--- config.mk ---
export PLATFORM = sky130hd
export DESIGN_NAME = mem_ctrl_flat
export DESIGN_NICKNAME = d
export VERILOG_FILES = /design/src/rtl/scpu_mem_pkg.sv /design/src/rtl/mem_ctrl_if.sv /design/src/rtl/mem_ctrl.sv /design/src/flat_wrapper.sv
export SDC_FILE = /design/constraint.sdc
export NUM_CORES = 1
export LEC_CHECK = 0
export ABC_AREA = 1
export CORE_MARGIN = 2
export CORE_UTILIZATION = 35
export CTS_BUF_LIST = sky130_fd_sc_hd__clkbuf_8 sky130_fd_sc_hd__clkbuf_16
export DETAILED_ROUTE_END_ITERATION = 12
export PLACE_DENSITY = 0.67
export SYNTH_ARGS = -nofsm -noshare
export SYNTH_HDL_FRONTEND = slang
export SYNTH_SLANG_ARGS = --single-unit
--- constraint.sdc ---
create_clock -name clk -period 1.57 [get_ports clk]
set_input_delay 0.314 -clock clk [delete_from_list [all_inputs] [get_ports clk]]
set_output_delay 0.314 -clock clk [all_outputs]
set_load 0.02 [all_outputs]
--- src/rtl/scpu_mem_pkg.sv ---
// Shared constants for the CPU-to-memory sequencer: bus widths, byte lanes, FSM states.
package scpu_mem_pkg;

    localparam int unsigned DEF_ADDR_W = 16;
    localparam int unsigned DEF_DATA_W = 8;

    localparam int unsigned LANE_LO = 0;
    localparam int unsigned LANE_HI = 1;

    typedef enum logic [2:0] {
        IDLE = 3'd0,
        RD0  = 3'd1,
        RD1  = 3'd2,
        RD2  = 3'd3,
        WR0  = 3'd4,
        WR1  = 3'd5,
        DONE = 3'd6
    } state_e;

endpackage

--- src/rtl/mem_ctrl_if.sv ---
// CPU-side request/response channel of the memory sequencer.
interface mem_ctrl_if #(
    parameter int unsigned ADDR_W = scpu_mem_pkg::DEF_ADDR_W,
    parameter int unsigned DATA_W = scpu_mem_pkg::DEF_DATA_W
);
    logic                  req_valid;
    logic                  req_ready;
    logic                  req_we;
    logic                  req_word;
    logic [ADDR_W-1:0]     req_addr;
    logic [2*DATA_W-1:0]   req_wdata;
    logic                  rsp_valid;
    logic [2*DATA_W-1:0]   rsp_rdata;

    modport master (
        output req_valid, req_we, req_word, req_addr, req_wdata,
        input  req_ready, rsp_valid, rsp_rdata
    );

    modport slave (
        input  req_valid, req_we, req_word, req_addr, req_wdata,
        output req_ready, rsp_valid, rsp_rdata
    );
endinterface

--- src/rtl/mem_ctrl.sv ---
// Sequences CPU byte/word requests onto a byte-wide synchronous memory,
// splitting words into little-endian byte pairs and absorbing the 1-cycle read latency.
module mem_ctrl
    import scpu_mem_pkg::*;
#(
    parameter int unsigned ADDR_W = DEF_ADDR_W,
    parameter int unsigned DATA_W = DEF_DATA_W
) (
    input  logic              clk,
    input  logic              rst,
    mem_ctrl_if.slave         cpu,
    output logic [ADDR_W-1:0] mem_addr,
    output logic [DATA_W-1:0] mem_wdata,
    input  logic [DATA_W-1:0] mem_rdata,
    output logic              mem_ce,
    output logic              mem_w,
    output logic              mem_r,
    output logic              mem_oe,
    output logic              mem_rst
);

    localparam int unsigned WORD_W = 2 * DATA_W;

    state_e              state_q, state_d;
    logic                word_q, word_d;
    logic [ADDR_W-1:0]   addr_q, addr_d;
    logic [WORD_W-1:0]   wdata_q, wdata_d;
    logic [DATA_W-1:0]   lo_q, lo_d;
    logic [WORD_W-1:0]   rdata_q, rdata_d;
    logic                ready_q, ready_d;
    logic                rsp_valid_q, rsp_valid_d;
    logic                ce_q, ce_d;
    logic                w_q, w_d;
    logic                r_q, r_d;
    logic [ADDR_W-1:0]   maddr_q, maddr_d;
    logic [DATA_W-1:0]   mwdata_q, mwdata_d;
    logic [ADDR_W-1:0]   addr_inc;

    // State, latched request and registered outputs
    always_ff @(posedge clk) begin
        if (!rst) begin
            state_q     <= IDLE;
            word_q      <= 1'b0;
            addr_q      <= '0;
            wdata_q     <= '0;
            lo_q        <= '0;
            rdata_q     <= '0;
            ready_q     <= 1'b1;
            rsp_valid_q <= 1'b0;
            ce_q        <= 1'b0;
            w_q         <= 1'b0;
            r_q         <= 1'b0;
            maddr_q     <= '0;
            mwdata_q    <= '0;
        end else begin
            state_q     <= state_d;
            word_q      <= word_d;
            addr_q      <= addr_d;
            wdata_q     <= wdata_d;
            lo_q        <= lo_d;
            rdata_q     <= rdata_d;
            ready_q     <= ready_d;
            rsp_valid_q <= rsp_valid_d;
            ce_q        <= ce_d;
            w_q         <= w_d;
            r_q         <= r_d;
            maddr_q     <= maddr_d;
            mwdata_q    <= mwdata_d;
        end
    end

    // Next state, then memory pin values for the state being entered
    always_comb begin
        state_d     = state_q;
        word_d      = word_q;
        addr_d      = addr_q;
        wdata_d     = wdata_q;
        lo_d        = lo_q;
        rdata_d     = rdata_q;
        ce_d        = 1'b0;
        w_d         = 1'b0;
        r_d         = 1'b0;
        maddr_d     = maddr_q;
        mwdata_d    = mwdata_q;

        unique case (state_q)
            IDLE: begin
                if (cpu.req_valid) begin
                    word_d  = cpu.req_word;
                    addr_d  = cpu.req_addr;
                    wdata_d = cpu.req_wdata;
                    state_d = cpu.req_we ? WR0 : RD0;
                end
            end
            RD0: state_d = RD1;
            RD1: begin
                lo_d = mem_rdata;
                if (word_q) begin
                    state_d = RD2;
                end else begin
                    state_d = DONE;
                    rdata_d = '0;
                    rdata_d[LANE_LO*DATA_W +: DATA_W] = mem_rdata;
                end
            end
            RD2: begin
                state_d = DONE;
                rdata_d[LANE_LO*DATA_W +: DATA_W] = lo_q;
                rdata_d[LANE_HI*DATA_W +: DATA_W] = mem_rdata;
            end
            WR0:     state_d = word_q ? WR1 : DONE;
            WR1:     state_d = DONE;
            default: state_d = IDLE;
        endcase

        addr_inc    = addr_d + ADDR_W'(1);
        ready_d     = (state_d == IDLE);
        rsp_valid_d = (state_d == DONE);

        unique case (state_d)
            RD0: begin
                ce_d    = 1'b1;
                r_d     = 1'b1;
                maddr_d = addr_d;
            end
            RD1: begin
                if (word_d) begin
                    ce_d    = 1'b1;
                    r_d     = 1'b1;
                    maddr_d = addr_inc;
                end
            end
            WR0: begin
                ce_d     = 1'b1;
                w_d      = 1'b1;
                maddr_d  = addr_d;
                mwdata_d = wdata_d[LANE_LO*DATA_W +: DATA_W];
            end
            WR1: begin
                ce_d     = 1'b1;
                w_d      = 1'b1;
                maddr_d  = addr_inc;
                mwdata_d = wdata_d[LANE_HI*DATA_W +: DATA_W];
            end
            default: ;
        endcase
    end

    // Every output is forced to its reset value in any cycle with rst low
    assign cpu.req_ready = ready_q & rst;
    assign cpu.rsp_valid = rsp_valid_q & rst;
    assign cpu.rsp_rdata = rst ? rdata_q : '0;
    assign mem_addr      = rst ? maddr_q : '0;
    assign mem_wdata     = rst ? mwdata_q : '0;
    assign mem_ce        = ce_q & rst;
    assign mem_w         = w_q & rst;
    assign mem_r         = r_q & rst;
    assign mem_oe        = rst;
    assign mem_rst       = ~rst;

endmodule

--- src/flat_wrapper.sv ---
// flat-port wrapper written by rule: the top's interface ports become plain ports
module mem_ctrl_flat import scpu_mem_pkg::*;
#(
    parameter int unsigned ADDR_W = DEF_ADDR_W,
    parameter int unsigned DATA_W = DEF_DATA_W
)
  (clk, rst, mem_addr, mem_wdata, mem_rdata, mem_ce, mem_w, mem_r, mem_oe, mem_rst, cpu_req_valid, cpu_req_we, cpu_req_word, cpu_req_addr, cpu_req_wdata, cpu_req_ready, cpu_rsp_valid, cpu_rsp_rdata);
  mem_ctrl_if #(.ADDR_W(ADDR_W), .DATA_W(DATA_W)) cpu_i ();
  input  logic clk;
  input  logic rst;
  output logic [ADDR_W-1:0] mem_addr;
  output logic [DATA_W-1:0] mem_wdata;
  input  logic [DATA_W-1:0] mem_rdata;
  output logic mem_ce;
  output logic mem_w;
  output logic mem_r;
  output logic mem_oe;
  output logic mem_rst;
  input wire logic [$bits(cpu_i.req_valid)-1:0] cpu_req_valid;
  input wire logic [$bits(cpu_i.req_we)-1:0] cpu_req_we;
  input wire logic [$bits(cpu_i.req_word)-1:0] cpu_req_word;
  input wire logic [$bits(cpu_i.req_addr)-1:0] cpu_req_addr;
  input wire logic [$bits(cpu_i.req_wdata)-1:0] cpu_req_wdata;
  output wire logic [$bits(cpu_i.req_ready)-1:0] cpu_req_ready;
  output wire logic [$bits(cpu_i.rsp_valid)-1:0] cpu_rsp_valid;
  output wire logic [$bits(cpu_i.rsp_rdata)-1:0] cpu_rsp_rdata;
  assign cpu_i.req_valid = cpu_req_valid;
  assign cpu_i.req_we = cpu_req_we;
  assign cpu_i.req_word = cpu_req_word;
  assign cpu_i.req_addr = cpu_req_addr;
  assign cpu_i.req_wdata = cpu_req_wdata;
  assign cpu_req_ready = cpu_i.req_ready;
  assign cpu_rsp_valid = cpu_i.rsp_valid;
  assign cpu_rsp_rdata = cpu_i.rsp_rdata;
  mem_ctrl #(.ADDR_W(ADDR_W), .DATA_W(DATA_W)) u_core (.clk(clk), .rst(rst), .cpu(cpu_i), .mem_addr(mem_addr), .mem_wdata(mem_wdata), .mem_rdata(mem_rdata), .mem_ce(mem_ce), .mem_w(mem_w), .mem_r(mem_r), .mem_oe(mem_oe), .mem_rst(mem_rst));
endmodule
==> images/drive_strength.png <==
(4 px per micron)
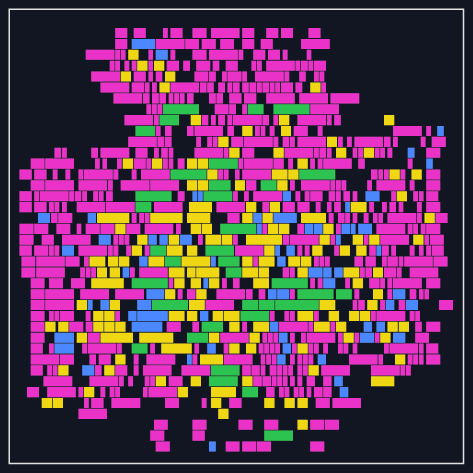
| colour | size | cells | share |
|---|---|---|---|
| blue | drive 2 | 68 | 8.4% |
| yellow | drive 3 to 4 | 152 | 19% |
| green | drive 6 and up | 35 | 4.3% |
| magenta | drive 1 or less | 555 | 69% |
buffers outside the clock class: 227
area overhead of the layout relative to synthesis: 66.94%
setup ws final: -0.3268 ns
fin area: 6968 sq um

==> flow_results.org <==
* Flow results

** Status
- Status :: finished, violations left
- The checks that failed: DRC, setup timing.

** Setup path
- Arr. time, crit path :: around 2.1 ns
- For the worst setup path, the data required time is 1.80 ns.
- The worst setup path is launched from a flop.
- The signal on the critical path passes through nor2_4, nand3_4, buf_6, buf_6, nand2_4, nand2_4, ha_4, nand2_4, nor2_4, nand2_2, xor2_1, nand2_1, o21ai_1, inv_1.
- For flop-to-flop paths, the worst setup slack is -0.33 ns.
- Critical path fanouts, max :: 5
- Setup CP Type :: reg2reg
- The longest incremental delay of any stage on the critical path is reported as between 0.3 and 0.4 ns.
- Looking at the critical path, the single cell with the biggest stage delay is dfxtp_2.
- STA classifies the critical path endpoint as a flop.
- Most prevalent standard cell on the critical path :: nand2_4

** Yosys
- Mean cell area of the mapped netlist :: roughly 7.1 sq um
- The cell area that synthesis handed to floorplanning was around 4200 sq um.
- Yosys reports a chip area of around 4200 sq um.
- Per the Yosys statistics, synthesis produced slightly below 600 cells.
- In the Yosys stats the netlist draws on 35 distinct library cells.
- Synthesized instance count :: 592
- By area the synthesized netlist is led by dfxtp_1, nand2_1, nor2_1.
- YS warnings :: 0
- Net count entering floorplan :: 638
- The cell type that accounts for the most area after synthesis is dfxtp_1.
- For this run, the register share of the synthesized area comes to 0.4269.
- Max-area cell share :: 0.4269
- Flops & latches, synth :: between 80 and 90

** Timing
- In the post-route analysis, the smallest setup slack over all paths is -0.3268 ns.
- The flow reports an fmax of about 530 MHz.
- Number of endpoints failing setup at the final stage :: 35
- Fraction of the cycle the final worst path needs :: 1.208
- Counting pins that exceed their max-slew limit in the final report gives 0.
- Number of failing hold endpoints at the final stage :: 0
- Tightest Pin Transition :: 0.2517 ns
- On the final layout, the worst clock skew is approximately 0.0084 ns.
- Setup repair after global routing could not meet its margin everywhere.
- Headroom to the max-slew limit :: 0.8274
- After layout, the minimum clock period comes to around 1.9 ns.

** Job
- OpenROAD warning count :: 29
- The tool flagged a number of max-cap violations equal to 0.

** Die
- Die extent in x :: roughly 110 microns
- The report lists the number of standard-cell rows as 39.
- In this run the standard cell core region covers 11520 sq um.
- FP Util :: 0.3625
- DIE HEIGHT :: between 100 and 150 microns
- Overall die area :: around 13000 sq um
- just over 90 I/O pins were placed.

** Clock tree
- The skew report gives the latency at the later pin of the worst-skew pair as ~0.34 ns.
- Clock tree from TritonCTS :: built
- CTS clock-pin slew for the worst setup and hold paths :: 0.06 ns
- The cell sitting at the root of the clock tree is a clkbuf_16.
- The longest clock path from root to sink contains 2 buffers.
- Clock tree sinks :: between 80 and 90
- H-Tree Level Count :: 3
- Gates resized, CTS repair :: between 100 and 150
- TritonCTS Buffers :: 9
- The post-CTS hold buffer count recorded in the log is 0.
- Post-CTS setup buffer count :: 9

** Pwr
- Sequential fraction of design power :: 0.303
- Total power divided by cell area :: about 1400 nW/um^2
- Of the total power, the clock network draws 0.230.
- Leakage power :: between 3 and 4 nW
- The internal power of the cells totals 6.242 mW.
- Per the OpenROAD power report, switching power amounts to 3.358 mW.
- Switch share :: 0.3498
- Combinational Power Share :: 0.467
- The design draws about 9.6 mW.
- Looking at the VDD voltage map, the peak drop is a little over 0.7 mV.

** Finish
- Most common cell after layout, fill and taps aside :: nand2_1
- Final antenna diode count :: 0
- Per the final layout report, the fraction of cells sized above drive strength 1 comes to 0.3148.
- Non-Filler Instances :: ~950
- In the final design database the tool counted ~850 nets.
- The library cells used most frequently in the layout, excluding fill and tap cells, are nand2_1, buf_4, dfxtp_1, inv_1, nor2_1.
- Final cell utilization of the core :: 0.6051

** Place
- Gpl congestion :: 0.8617
- After detailed placement, the design holds a cell count of about 910.
- Half-perimeter wire length of the detailed placement result :: between 9000 and 10000 microns
- Buffers placed on the I/O ports in this run total roughly 90.
- Pre-CTS setup slack :: -0.6741 ns
- Post-DP Area :: around 6100 sq um

** Global routing
- Antenna violations before repair :: 0
- Entering global routing, the biggest net connects 45 pins.
- The first global-routing pass estimated just over 20000 microns of wire.
- Total global-route track usage over all layers is 0.1960.
- Grt ovf :: 0
- The via count of the first global-routing pass is ~4500.

** Drt
- Using the TritonRoute via totals, the vias-per-cell ratio works out to between 4 and 5.
- Routed wire per std cell :: approximately 14 microns
- The first TritonRoute pass finished after 9 iterations.
- Total DRC errors in the routed layout :: 5
- Wire length reported by the detailed router :: around 13000 microns
- Number of routed nets with antenna violations :: 0
- Iteration-0 DRC count of the detailed router :: 281
- Detailed routing inserted a total of 4637 vias.

** Min path
- Worst hold path class :: reg2reg
==> images/met3.png <==
(4 px per micron)
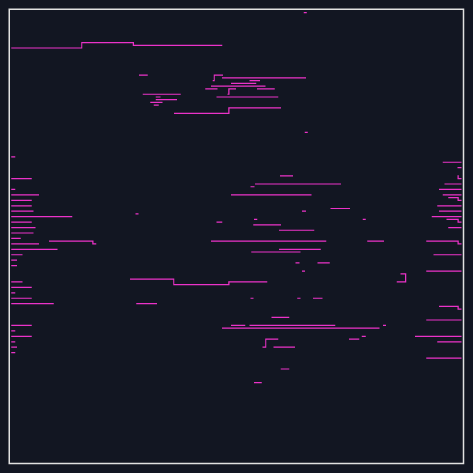
main direction: horizontal
longest straight run: 39.1 microns
nets with wire on the layer: 86
wire length on this layer: 679 microns
share of all routed wire: 5.1%

==> path summary, 6_finish.rpt <==
kind,from,end,cells past startpoint
hold / removal,u_core.rdata_q[12],u_core.rdata_q[12],2
hold reg to reg,u_core.rdata_q[12],u_core.rdata_q[12],2
setup reg to reg,u_core.state_q[0],u_core.maddr_q[6],14
setup / recovery,u_core.state_q[0],u_core.maddr_q[6],14
==> worst max-delay path, delay by kind of cell, from the launching register on <==
kind | cells | cell delay [ns]
flops | 1 | 0.33
compound gates | 1 | 0.08
simple gates | 8 | 0.72
xor+xnor | 1 | 0.13
fa+ha+maj | 1 | 0.18
buf+inv | 3 | 0.33
==> through the flow <==
| stage | setup TNS [ns] | hold slack (ns) |
|---|---|---|
| 2_1_floorplan | -0.4989 | 0.4373 |
| 3_3_place_gp | -24.15 | 0.4706 |
| 3_5_place_dp | -25.56 | 0.4813 |
| 4_1_cts | -3.526 | 0.4722 |
| 5_1_grt | -9.532 | 0.5081 |
| 6_report | -5.101 | 0.4839 |
==> Yosys cell counts (all sizes together) <==
cell type	count
nand2	142
o31ai	1
buf	16
dfxtp	89
clkbuf	10
o21ai	58
nor3	4
o22a	4
nand4	11
a21oi	7
inv	93
mux2i	16
a32oi	1
and3	1
ha	1
xor2	5
nor4	1
nand3b	4
nand3	21
a22oi	2
nor2	97
o32ai	8
==> sequential cells by signal (all words and copies together) (netlist names) <==
| register | cells |
|---|---|
| u_core.maddr_q | 16 |
| u_core.lo_q | 8 |
| u_core.wdata_q | 16 |
| u_core.addr_q | 16 |
| u_core.mwdata_q | 8 |
| u_core.w_q | 1 |
| u_core.state_q | 3 |
| u_core.rsp_valid_q | 1 |
| u_core.rdata_q | 16 |
| u_core.ce_q | 1 |
| u_core.r_q | 1 |
| u_core.ready_q | 1 |
| u_core.word_q | 1 |
==> power by group through the flow <==
stage               Sequential [mW]  Combinational [mW]  Clock [mW]
floorplan                      2.92                1.95           0
global placement               2.92                3.60           0
detailed placement             2.94                3.68           0
CTS                            2.90                3.87        2.23
global route                   2.95                4.88        2.33
finish                         2.91                4.49        2.20
==> per-layer routing <==
layer  vias to the layer above  wire [microns]  track usage
li1                       2291               -            -
met1                      2178            5262       0.2257
met2                       142            6962       0.3601
met3                        26             678      0.04071
met4                         0             299      0.06585
met5                         -               0            0
==> cells by family (layout without fill, tap and decap cells) <==
| group | after synthesis | count (layout) | share of synthesized area |
|---|---|---|---|
| flops | 89 | 89 | 0.4269 |
| fa+ha+maj | 1 | 1 | 0.002997 |
| simple gates | 281 | 281 | 0.2887 |
| xor+xnor | 5 | 5 | 0.01049 |
| buf+inv | 119 | 337 | 0.1193 |
| mux | 16 | 16 | 0.03837 |
| compound gates | 81 | 81 | 0.1133 |
==> layout make-up <==
cell class,count,area [sq um]
Fill cell,999,4548
Timing Repair inverter,1,7.507
Multi-Input combinational cell,384,2280
Timing Repair Buffer,227,2043
Sequential cell,89,1788
Inverter,93,362.8
Tap cell,143,178.9
Clock buffer,11,252.7
Clock inverter,5,55.05
No activity file was given, so power comes from the tool's default toggle rates.
